--- src/rtl/dp_pkg.sv ---
// Shared types for the sequenced datapath: command encodings, sequencer
// states, the latched-command record and the status flag bit positions.
package dp_pkg;

  typedef enum logic [1:0] {
    ALU_ADD  = 2'b00,
    ALU_SUB  = 2'b01,
    ALU_AND  = 2'b10,
    ALU_NOTB = 2'b11
  } alu_op_e;

  typedef enum logic [1:0] {
    SH_NONE = 2'b00,
    SH_LSL  = 2'b01,
    SH_LSR  = 2'b10,
    SH_ASR  = 2'b11
  } shift_e;

  typedef enum logic [1:0] {
    VSEL_C      = 2'b00,
    VSEL_MDATA  = 2'b01,
    VSEL_SXIMM8 = 2'b10,
    VSEL_PC     = 2'b11
  } vsel_e;

  typedef enum logic [2:0] {
    ST_IDLE = 3'd0,
    ST_LDA  = 3'd1,
    ST_LDB  = 3'd2,
    ST_EXEC = 3'd3,
    ST_WB   = 3'd4
  } dp_state_e;

  // Control part of a command, captured on the accepting edge.
  typedef struct packed {
    alu_op_e alu_op;
    shift_e  shift;
    vsel_e   vsel;
    logic    asel;
    logic    bsel;
    logic    wb;
    logic    setflags;
  } dp_cmd_t;

  // Bit positions inside the {V, N, Z} status vector.
  localparam int FLAG_Z = 0;
  localparam int FLAG_N = 1;
  localparam int FLAG_V = 2;

endpackage

--- src/rtl/regfile_rst.sv ---
// Register file with one write port, two combinational read ports and a
// synchronous reset that clears every entry.
module regfile_rst #(
  parameter  int W    = 16,
  parameter  int NREG = 8,
  localparam int RW   = $clog2(NREG)
) (
  input  logic          clk,
  input  logic          reset,
  input  logic          we_i,
  input  logic [RW-1:0] waddr_i,
  input  logic [W-1:0]  wdata_i,
  input  logic [RW-1:0] raddr_a_i,
  input  logic [RW-1:0] raddr_b_i,
  output logic [W-1:0]  rdata_a_o,
  output logic [W-1:0]  rdata_b_o
);

  logic [W-1:0] regs_q [NREG];

  // Storage update: reset clears all entries and takes priority over a write.
  // NOTE: the whole array is reset on purpose (software relies on zeroed
  // registers); this rules out a plain RAM macro, so keep NREG small.
  always_ff @(posedge clk) begin
    if (reset) begin
      regs_q <= '{default: '0};
    end else if (we_i) begin
      regs_q[waddr_i] <= wdata_i;
    end
  end

  assign rdata_a_o = regs_q[raddr_a_i];
  assign rdata_b_o = regs_q[raddr_b_i];

endmodule

--- src/rtl/datapath_seq.sv ---
// Datapath with a built-in micro-sequencer: one start pulse runs
// read-A / read-B / execute / write-back and ends with a done pulse.
// Immediate-style writes (vsel != C) skip straight to write-back.
module datapath_seq
  import dp_pkg::*;
#(
  parameter  int W    = 16,
  parameter  int NREG = 8,
  parameter  int PCW  = 8,
  localparam int RW   = $clog2(NREG)
) (
  input  logic          clk,
  input  logic          reset,
  input  logic          start,
  input  logic [RW-1:0] rnA,
  input  logic [RW-1:0] rnB,
  input  logic [RW-1:0] writenum,
  input  logic          wb,
  input  logic          setflags,
  input  logic [1:0]    ALUop,
  input  logic [1:0]    shift,
  input  logic [1:0]    vsel,
  input  logic          asel,
  input  logic          bsel,
  input  logic [W-1:0]  mdata,
  input  logic [W-1:0]  sximm8,
  input  logic [W-1:0]  sximm5,
  input  logic [PCW-1:0] PC,
  output logic          busy,
  output logic          done,
  output logic [W-1:0]  datapath_out,
  output logic [2:0]    status
);

  dp_state_e     state_q;
  logic          busy_q, done_q;
  dp_cmd_t       cmd_q;
  logic [RW-1:0] rna_q, rnb_q, wn_q;
  logic [W-1:0]  mdata_q, sximm8_q, sximm5_q;
  logic [PCW-1:0] pc_q;
  logic [W-1:0]  a_q, b_q, c_q;
  logic [2:0]    status_q;

  logic [W-1:0]  rd_a, rd_b;
  logic [W-1:0]  b_shifted, ain, bin, c_d;
  logic [2:0]    status_d;
  logic [W-1:0]  pc_ext, wdata;
  logic          rf_we;
  logic          accept;

  assign accept = start && (state_q == ST_IDLE);

  // Sequencer: walks the operation states and registers busy/done.
  // NOTE: sequential state uses <= so every flop samples pre-edge values;
  // blocking assignments here would create order-dependent simulation.
  always_ff @(posedge clk) begin
    if (reset) begin
      state_q <= ST_IDLE;
      busy_q  <= 1'b0;
      done_q  <= 1'b0;
    end else begin
      done_q <= 1'b0;
      case (state_q)
        ST_IDLE: begin
          if (start) begin
            state_q <= (vsel_e'(vsel) == VSEL_C) ? ST_LDA : ST_WB;
            busy_q  <= 1'b1;
          end
        end
        ST_LDA:  state_q <= ST_LDB;
        ST_LDB:  state_q <= ST_EXEC;
        ST_EXEC: state_q <= ST_WB;
        ST_WB: begin
          state_q <= ST_IDLE;
          busy_q  <= 1'b0;
          done_q  <= 1'b1;
        end
        default: begin
          state_q <= ST_IDLE;
          busy_q  <= 1'b0;
        end
      endcase
    end
  end

  // Command latch: every command input is captured on the accepting edge.
  always_ff @(posedge clk) begin
    if (reset) begin
      cmd_q    <= '0;
      rna_q    <= '0;
      rnb_q    <= '0;
      wn_q     <= '0;
      mdata_q  <= '0;
      sximm8_q <= '0;
      sximm5_q <= '0;
      pc_q     <= '0;
    end else if (accept) begin
      cmd_q.alu_op   <= alu_op_e'(ALUop);
      cmd_q.shift    <= shift_e'(shift);
      cmd_q.vsel     <= vsel_e'(vsel);
      cmd_q.asel     <= asel;
      cmd_q.bsel     <= bsel;
      cmd_q.wb       <= wb;
      cmd_q.setflags <= setflags;
      rna_q          <= rnA;
      rnb_q          <= rnB;
      wn_q           <= writenum;
      mdata_q        <= mdata;
      sximm8_q       <= sximm8;
      sximm5_q       <= sximm5;
      pc_q           <= PC;
    end
  end

  // Shifter, operand muxes and ALU with flag generation.
  // NOTE: every output gets a default first so no path leaves a latch.
  always_comb begin
    b_shifted = b_q;
    c_d       = '0;
    status_d  = '0;
    case (cmd_q.shift)
      SH_LSL:  b_shifted = {b_q[W-2:0], 1'b0};
      SH_LSR:  b_shifted = {1'b0, b_q[W-1:1]};
      SH_ASR:  b_shifted = {b_q[W-1], b_q[W-1:1]};
      default: b_shifted = b_q;
    endcase
    ain = cmd_q.asel ? '0 : a_q;
    bin = cmd_q.bsel ? sximm5_q : b_shifted;
    case (cmd_q.alu_op)
      ALU_ADD: begin
        c_d = ain + bin;
        status_d[FLAG_V] = (ain[W-1] == bin[W-1]) && (c_d[W-1] != ain[W-1]);
      end
      ALU_SUB: begin
        c_d = ain - bin;
        status_d[FLAG_V] = (ain[W-1] != bin[W-1]) && (c_d[W-1] != ain[W-1]);
      end
      ALU_AND: c_d = ain & bin;
      default: c_d = ~bin;
    endcase
    status_d[FLAG_Z] = (c_d == '0);
    status_d[FLAG_N] = c_d[W-1];
  end

  // Operand and result registers: A in LDA, B in LDB, C/status in EXEC.
  always_ff @(posedge clk) begin
    if (reset) begin
      a_q      <= '0;
      b_q      <= '0;
      c_q      <= '0;
      status_q <= '0;
    end else begin
      case (state_q)
        ST_LDA: a_q <= rd_a;
        ST_LDB: b_q <= rd_b;
        ST_EXEC: begin
          c_q <= c_d;
          if (cmd_q.setflags) status_q <= status_d;
        end
        default: ;
      endcase
    end
  end

  // Write-back source selection; PC is zero-extended to the data width.
  always_comb begin
    pc_ext = '0;
    pc_ext[PCW-1:0] = pc_q;
    case (cmd_q.vsel)
      VSEL_MDATA:  wdata = mdata_q;
      VSEL_SXIMM8: wdata = sximm8_q;
      VSEL_PC:     wdata = pc_ext;
      default:     wdata = c_q;
    endcase
  end

  // Reset inside the register file wins over this enable, so an in-flight
  // write-back is dropped when reset lands in WB.
  assign rf_we = (state_q == ST_WB) && cmd_q.wb;

  regfile_rst #(.W(W), .NREG(NREG)) u_regfile (
    .clk       (clk),
    .reset     (reset),
    .we_i      (rf_we),
    .waddr_i   (wn_q),
    .wdata_i   (wdata),
    .raddr_a_i (rna_q),
    .raddr_b_i (rnb_q),
    .rdata_a_o (rd_a),
    .rdata_b_o (rd_b)
  );

  assign busy         = busy_q;
  assign done         = done_q;
  assign datapath_out = c_q;
  assign status       = status_q;

endmodule

--- config.mk ---
export PLATFORM = sky130hd
export DESIGN_NAME = datapath_seq
export DESIGN_NICKNAME = d
export VERILOG_FILES = /design/src/rtl/dp_pkg.sv /design/src/rtl/regfile_rst.sv /design/src/rtl/datapath_seq.sv
export SDC_FILE = /design/constraint.sdc
export NUM_CORES = 1
export LEC_CHECK = 0
export CELL_PAD_IN_SITES_DETAIL_PLACEMENT = 2
export CELL_PAD_IN_SITES_GLOBAL_PLACEMENT = 2
export CORE_MARGIN = 2
export CORE_UTILIZATION = 33
export DETAILED_ROUTE_END_ITERATION = 6
export PLACE_DENSITY = 0.88
export SLEW_MARGIN = 20
export SYNTH_ARGS = -nofsm -noshare
export SYNTH_HDL_FRONTEND = slang
export SYNTH_SLANG_ARGS = --single-unit
--- constraint.sdc ---
create_clock -name clk -period 3.1 [get_ports clk]
set_input_delay 0.62 -clock clk [delete_from_list [all_inputs] [get_ports clk]]
set_output_delay 0.62 -clock clk [all_outputs]
set_load 0.01 [all_outputs]
run_1/zoom.png
Window x 84 to 124, y 43 to 83 um. Cells in gray, sequential cells in the stronger gray; small squares are vias.
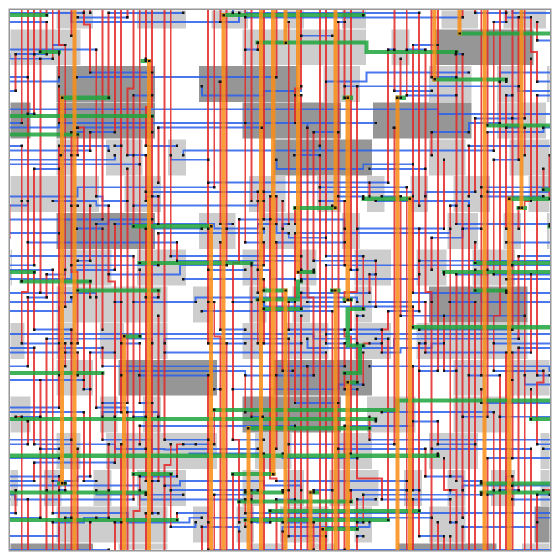
[met4] orange
[met3] green
[met1] blue
[met2] red
most frequent: nor2_1 (17)
netlist names of flops here include: `a_q` (6), `b_q` (3)
cells with their middle in the window: 92
sequential cells in the window: 12

run_1/clock_map.png
Bar = 50 um.
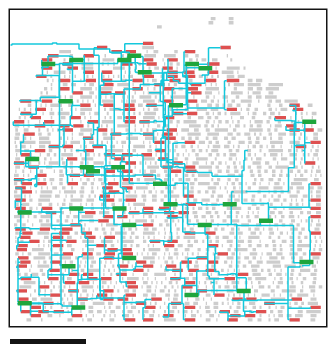
[clock wires] cyan | length: 4440 um
[flip-flops] red | count: 259
[cells driving clock nets] green | count: 30
flops lie: all over the die
routed clock nets: 31
clock skew after layout: 0.0296 ns
clock distribution power: 4.00 mW
clock group share of total power: 39.4%
clk ins delay skew pair: 0.61 ns

run_1/met3.png
Bar = 50 um.
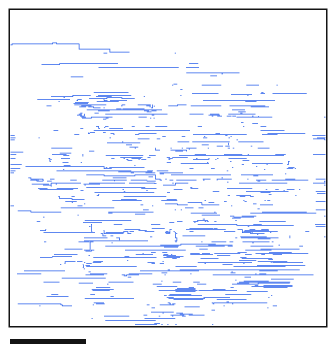
main direction: horizontal
longest straight run: 78.9 um
wire length on this layer: 5580 um
nets with wire on the layer: 353
met3 usage in global routing: 6.58%
via count: 14900
total wire length: 81200 um

run_1/final_placement.png
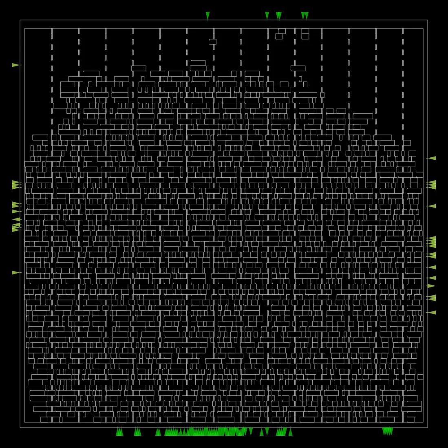
number of well taps: 532
final cell count without fillers: 2344
Std-Cell Rows: 74
post-layout util: 45.8%
placeable core region: 41000 sq um

==> reports/metrics.cfg, run 1 <==
[drt]
routed.top_layer = met5
routed_length_per_instance_um = 34.6
total_length_of_routed_met3_wires_um = 5580
via_per_inst = 6.36

[setup_path]
critical_path.cell_chain = buf_12 -> mux2i_1 -> o21ai_0 -> mux2i_1 -> inv_2 -> ha_4 -> a2111oi_4 -> buf_4 -> o311ai_4 -> a31oi_4 -> a2111oi_4 -> xor2_1 -> o221ai_2 -> o21a_1 -> nor2_1
cell_family_with_most_cp_delay = AND-OR/OR-AND gates
crit_arrival_ns = 4.59
cp-start-kind = flop
cp.buffers_inverters = 3

[logic_synthesis]
yosys-stat-area_sq_um = 13800
synth-edff-count = 0
synthCells = 1572
syn_nets = 1684
ys_async_sr_fraction_pct = 0

[final_timing]
grt_setup_unrepaired = yes
max_freq_ghz = 0.245
timing.final.setup_violations = 16
finalMaxSlewViolations = 0
final_critical_path_setup_slack_ns = -0.976

[pwr]
total_power_mw = 10.2
cellLeakagePower_nw = 6.54
comb_power_share_pct = 25.2

[cells_and_area]
final.fill_count = 4298
nNonClkInverters = 33
nonClkBufAreaFrac_pct = 14.4
finalNetCount = 1900

[clock_tree]
post_cts_resized = 116
numCtsBuffers = 30
cts_clk_pin_slew_worst_paths_ns = 0.07
clock-sinks = 259

[floorplanning]
area_of_the_chip_sq_um = 43400
die_height_um = 208

[run_status]
outcome = complete, but fails checks
failed_checks = negative setup slack

[global_route]
vias_in_the_first_global_route = 16100
grt_max_degree = 138
grtUsageMet1_pct = 37.3

[placed_design]
placed_cells_incl_taps = 2245
dp_slack_ns = -0.781
hpwlAfterDp_um = 43600

[run 1: flip-flops by register name, summed over array words and instances, names as in the netlist]
name and flops:
b_q 16, status 3, sximm5_q 16, rnb_q 3, busy 1, datapath_out 16, a_q 16, u_regfile.regs_q 128
rna_q 3, done 1, cmd_q 10, state_q 3, wn_q 3, sximm8_q 16, pc_q 8, mdata_q 16
[run 1: cells in the mapped netlist (19+ instances only)]
master / n / area [sq um]
a211oi_1: 104 / 781
a21oi_1: 166 / 831
buf_2: 19 / 95.1
clkbuf_1: 99 / 372
dfxtp_1: 259 / 5180
ha_1: 32 / 400
inv_1: 31 / 116
mux2i_1: 84 / 841
mux4_2: 73 / 1640
nand2_1: 298 / 1120
nor2_1: 171 / 642
nor2b_1: 21 / 131
nor3_1: 19 / 95.1
o21ai_0: 23 / 115
==> run 1 -> run 2 <==
CORE_ASPECT_RATIO = 1.5   (was not set)
run_2/clock_map.png
Bar = 50 um.
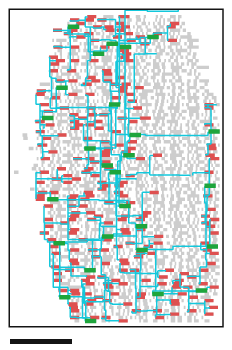
[clock wires] cyan | length: 4180 um
[flip-flops] red | count: 259
[cells driving clock nets] green | count: 27
flops lie: all over the die
routed clock nets: 28

run_2/met3.png
Bar = 50 um.
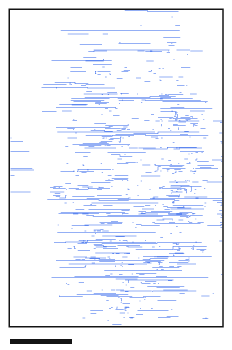
share of all routed wire: 7.2%
main direction: horizontal
wire length on this layer: 5750 um

==> run 2 against run 1 <==
Critical endpoint is now datapath_out[13]$_SDFFE_PP0P_. Global-route usage grew 0.14 points. Count of clock-buffer cells in the layout unchanged. Register-to-register slack improved by 0.07 ns. Combinational power is 2% lower. Cell count about the same. Critical path depth is the same. The flow still finishes with violations (negative setup slack). Worst hold slack worse by 0.0052 ns. Sequential power is essentially flat. Via count is 1.8% lower. Cell area fell by 1.8%.
==> reports/metrics.cfg, run 2 <==
[placed_design]
dp_slack_ns = -0.658  ; +0.123 ns
hpwlAfterDp_um = 44600  ; +2.3%
placed_cells_incl_taps = 2262  ; +0.76%
placed_area_sq_um = 16200
port-buffer-count = 98

[logic_synthesis]
netlist.area_leader.share_pct = 37.6  ; unchanged
synth_top_cell_by_area = dfxtp_1
ys_async_sr_fraction_pct = 0  ; unchanged
ys_top_cells_by_area = dfxtp_1 (38%), mux4_2 (12%), nand2_1 (8.1%)
synth-edff-count = 0  ; unchanged
synthCells = 1572  ; unchanged
synth-warning-count = 0
syn_nets = 1684  ; unchanged
synthTopCellsByCount = nand2_1 (298), dfxtp_1 (259), nor2_1 (171)
synth_dominant_cell_count = nand2_1
seq_area_frac_synth_pct = 37.6
yosys-stat-area_sq_um = 13800  ; unchanged
post_synth_main_logic_family = multiplexers
synthSimpleGateAreaFrac_pct = 18.1

[cells_and_area]
final_layout_top_logic_cell = nand2_1
area.sequential_sq_um = 5200
sh_seq_area_pct = 28.2
nFlopsAndLatches = 259
postLayoutCoreUtil_pct = 44.8  ; -1.0 points
stdcell_count = 2345  ; +0.043%
comb_cells = 1153
largest_reg_flops = 128  ; unchanged
top_register = u_regfile.regs_q
fraction_of_standard_cell_area_in_multi_input_logic_pct = 48.0
finalNetCount = 1881  ; -1.0%
nonClkBufAreaFrac_pct = 14.2  ; -0.26 points
layout.clock.cell_area_share_pct = 5.19
final.fill_count = 4324  ; +0.60%
layout-drive-gt1-share_pct = 26.4
nNonClkInverters = 33  ; unchanged

[global_route]
grt_max_degree = 146  ; +5.8%
grt.overflow.total = 0
vias_in_the_first_global_route = 16400  ; +1.4%

[setup_path]
cell_family_with_most_cp_delay = AND-OR/OR-AND gates
critical_path.cell_chain = buf_12 -> mux2i_4 -> o21ai_2 -> mux2i_2 -> inv_1 -> ha_4 -> or3_4 -> nor3_4 -> o311ai_4 -> a31oi_1 -> o32ai_2 -> xor2_2 -> buf_4 -> nand2_1 -> a311oi_2
cp.buffers_inverters = 3  ; unchanged
end_kind = flop
crit_arrival_ns = 4.50  ; -0.09 ns
required_ns = 3.60
cp-start-kind = flop

[pwr]
cellLeakagePower_nw = 6.36  ; -2.7%
comb_power_share_pct = 25.5  ; +0.3 points
net-switching-power_mw = 3.19
clockPowerShare_pct = 37.9  ; -1.5 points
comb-power_mw = 2.50
switching_share_pct = 32.5
p_seq_share_pct = 36.6
p_clk_mw = 3.72  ; -7.0%
power.group.top = clock
total_power_mw = 9.81  ; -3.4%

[flow_run]
drv_cap = 0
openroad.warnings = 46

[final_timing]
cycle_use_final_pct = 129
timing.final.setup_violations = 16  ; unchanged
final-hold-violation-count = 0
transition_time_of_the_tightest_slew_check_pin_ns = 1.08
finalMaxSlewViolations = 0  ; unchanged
min_period_ns = 4.01
fin_worst_skew_ns = 0.0378  ; +0.00814 ns
setup-tns-final_ns = -8.56
grt_setup_unrepaired = yes
timing.hold.ws_ns = 0.470
final_critical_path_setup_slack_ns = -0.908  ; +0.0684 ns
max_freq_ghz = 0.250  ; +1.7%

[floorplanning]
core_area_sq_um = 41200  ; +0.49%
n_tap_cell = 558  ; +4.9%
die_height_um = 254  ; +22%
floorplan.core_util_pct = 33.4
area_of_the_chip_sq_um = 43400  ; about the same
std_cell_rows = 91  ; +23%

[run_status]
failed_checks = negative setup slack
outcome = complete, but fails checks

[drt]
routed_wirelength_um = 79400  ; -2.2%
routed_length_per_instance_um = 33.9  ; -2.3%
route.vias.total = 14600  ; -1.8%
via_per_inst = 6.25  ; -1.9%

[clock_tree]
clock_tree_from_tritoncts = built
post_cts_resized = 134  ; +16%
ctsHoldBuffers = 0
numCtsBuffers = 27  ; -10%
cts_clk_pin_slew_worst_paths_ns = 0.07  ; about the same
clk-insertion-delay-late_ns = 0.59  ; -0.02 ns
clock-sinks = 259  ; unchanged

[run 2: worst paths after layout]
path                          from                       endpoint  slack (ns)  cells past startpoint
max          cmd_q[6]$_SDFFE_PP0P_  datapath_out[13]$_SDFFE_PP0P_       -0.91                     15
min           pc_q[2]$_SDFFE_PP0P_           pc_q[2]$_SDFFE_PP0P_        0.47                      2
max reg2reg  cmd_q[6]$_SDFFE_PP0P_  datapath_out[13]$_SDFFE_PP0P_       -0.91                     15
min reg2reg   pc_q[2]$_SDFFE_PP0P_           pc_q[2]$_SDFFE_PP0P_        0.47                      2
[run 2: layer usage]
metal  track usage [%]  up-vias  part of all wire [%]
li1                  -     5968                     -
met1              32.3     7382                    33
met2              61.2      820                    50
met3              6.22      469                   7.2
met4              28.1        6                    10
met5                 0        -                 0.043
==> run 2 -> run 3 <==
==> constraint.sdc (replaced) <==
create_clock -name clk -period 3.1 [get_ports clk]
set_input_delay 0.62 -clock clk [delete_from_list [all_inputs] [get_ports clk]]
set_output_delay 0.62 -clock clk [all_outputs]
set_load 0.005 [all_outputs]
run_3/met3.png
Bar = 50 um.
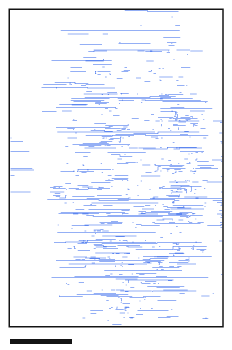
main direction: horizontal
share of all routed wire: 7.2%
longest straight run: 126 um
nets with wire on the layer: 322
met3 usage in global routing: 6.22%
via count: 14600
total wire length: 79400 um

run_3/zoom.png
Window x 65 to 105, y 56 to 96 um. Cells in gray, sequential cells in the stronger gray; small squares are vias.
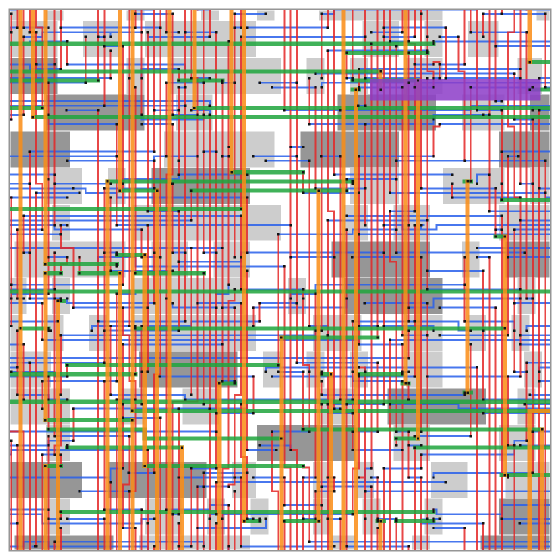
[met3] green
[met2] red
[met5] purple
[met1] blue
[met4] orange
most frequent: nor2_1 (15), dfxtp_1 (14), a211oi_1 (13)
netlist names of flops here include: `u_regfile.regs_q` (7), `a_q` (3)
cells with their middle in the window: 78
sequential cells in the window: 14

==> run 3 against run 2 <==
Synthesized area is the same. Global-route usage is the same. Combinational power about the same. The run still ends with negative setup slack left. Register-to-register slack about the same. Via count did not move. Critical path type unchanged. Total power barely moved. Routed wire length did not move. Core utilization unchanged. First-iteration DRC count stayed put.
==> reports/metrics.cfg, run 3 <==
[run_status]
outcome = complete, but fails checks
failed_checks = negative setup slack

[setup_path]
cp.depth = 15  ; unchanged
worst_case_register_to_register_setup_slack_ns = -0.91  ; about the same
crit_arrival_ns = 4.50  ; about the same
r2r_cells = 15  ; unchanged
cp.buffers_inverters = 3  ; unchanged
worstReg2RegEnd = datapath_out[13]$_SDFFE_PP0P_
critical_path.cell_chain = buf_12 -> mux2i_4 -> o21ai_2 -> mux2i_2 -> inv_1 -> ha_4 -> or3_4 -> nor3_4 -> o311ai_4 -> a31oi_1 -> o32ai_2 -> xor2_2 -> buf_4 -> nand2_1 -> a311oi_2
crit_path_start = cmd_q[6]$_SDFFE_PP0P_
cp-start-kind = flop
required_ns = 3.60  ; about the same
cell_family_with_most_cp_delay = AND-OR/OR-AND gates

[pwr]
total_power_mw = 9.81  ; about the same
power.group.top = clock
comb_power_share_pct = 25.5  ; about the same
net-switching-power_mw = 3.19  ; about the same
switching_share_pct = 32.5  ; about the same
clockPowerShare_pct = 37.9  ; about the same
p_clk_mw = 3.72  ; about the same
p_seq_share_pct = 36.6  ; about the same

[logic_synthesis]
seq_area_frac_synth_pct = 37.6  ; unchanged
synth-warning-count = 0  ; unchanged
synth_dominant_cell_count = nand2_1
synth_top_cell_by_area = dfxtp_1
synthCells = 1572  ; unchanged
ys_top_cells_by_area = dfxtp_1 (38%), mux4_2 (12%), nand2_1 (8.1%)
syn_nets = 1684  ; unchanged
yosys-stat-area_sq_um = 13800  ; unchanged
synth-edff-count = 0  ; unchanged
synthTopCellsByCount = nand2_1 (298), dfxtp_1 (259), nor2_1 (171)
netlist.area_leader.share_pct = 37.6  ; unchanged

[drt]
wirelength_met1_um = 26000  ; unchanged
total_length_of_routed_met3_wires_um = 5750  ; unchanged
routed_length_per_instance_um = 33.9  ; unchanged
routed.top_layer = met5
dr_wl_met2_um = 39400  ; unchanged
via_per_inst = 6.25  ; unchanged

[global_route]
antenna_violations_before_repair = 6
grtUsageMet1_pct = 32.3  ; unchanged
grt.busiest_layer = met2
vias_in_the_first_global_route = 16400  ; unchanged
grt_max_degree = 146  ; unchanged
global_route.usage.met2_pct = 61.2  ; unchanged
grt.overflow.total = 0  ; unchanged

[final_timing]
finalMaxSlewViolations = 0  ; unchanged
fin_worst_skew_ns = 0.0378  ; unchanged
final_critical_path_setup_slack_ns = -0.908  ; unchanged
transition_time_of_the_tightest_slew_check_pin_ns = 1.08  ; unchanged
min_period_ns = 4.01  ; unchanged
max_freq_ghz = 0.250  ; unchanged
timing.final.setup_violations = 16  ; unchanged
final-hold-violation-count = 0  ; unchanged

[cells_and_area]
postLayoutCoreUtil_pct = 44.8  ; unchanged
largest_reg_flops = 128  ; unchanged
final.fill_count = 4324  ; unchanged
final_layout_top_logic_cell = nand2_1
finalNetCount = 1881  ; unchanged
top_register = u_regfile.regs_q
stdcell_count = 2345  ; unchanged

[placed_design]
hpwlAfterDp_um = 44600  ; unchanged
dp_slack_ns = -0.658  ; unchanged
port-buffer-count = 98  ; unchanged
placed_area_sq_um = 16200  ; unchanged
placed_cells_incl_taps = 2262  ; unchanged

[min_path]
hold-path-cell-count = 2  ; unchanged
worst_hold_startpoint = pc_q[2]$_SDFFE_PP0P_
whs_endpoint = pc_q[2]$_SDFFE_PP0P_

[clock_tree]
cts_clk_pin_slew_worst_paths_ns = 0.07  ; about the same
clk-insertion-delay-late_ns = 0.59  ; about the same
clock-sinks = 259  ; unchanged
clock_tree_from_tritoncts = built
numCtsBuffers = 27  ; unchanged
ctsHoldBuffers = 0  ; unchanged

[floorplanning]
core_area_sq_um = 41200  ; unchanged
area_of_the_chip_sq_um = 43400  ; unchanged
die_height_um = 254  ; unchanged
floorplan.core_util_pct = 33.4  ; unchanged

[flow_run]
openroad.warnings = 46  ; unchanged

run 3: cells by family after synthesis:
kind of cell	synth area share (%)
AND/OR/NAND/NOR	18.1
buffers and inverters	4.75
adder cells (fa/ha/maj)	3.20
multiplexers	18.4
AND-OR/OR-AND	17.2
XOR/XNOR	0.699
flip-flops	37.6
run 3: layout make-up:
cell class / count / share of cell area, %
inverters: 33 / 0.671
diodes: 1 / 0.0136
flip-flops and latches: 259 / 28.2
repair buffers: 295 / 14.2
well taps: 558 / 3.78
multi-input cells: 1153 / 48.0
clock inverters: 11 / 1.04
clock buffers: 35 / 4.15
run 3: what timing repair did:
item	4_1_cts	5_1_grt
endpoints found under the hold margin	0	0
gates resized	134	67
pin swaps	49	47
buffers inserted	30	14
setup endpoints to repair	15	16
Power is estimated from default activity; no workload was simulated.
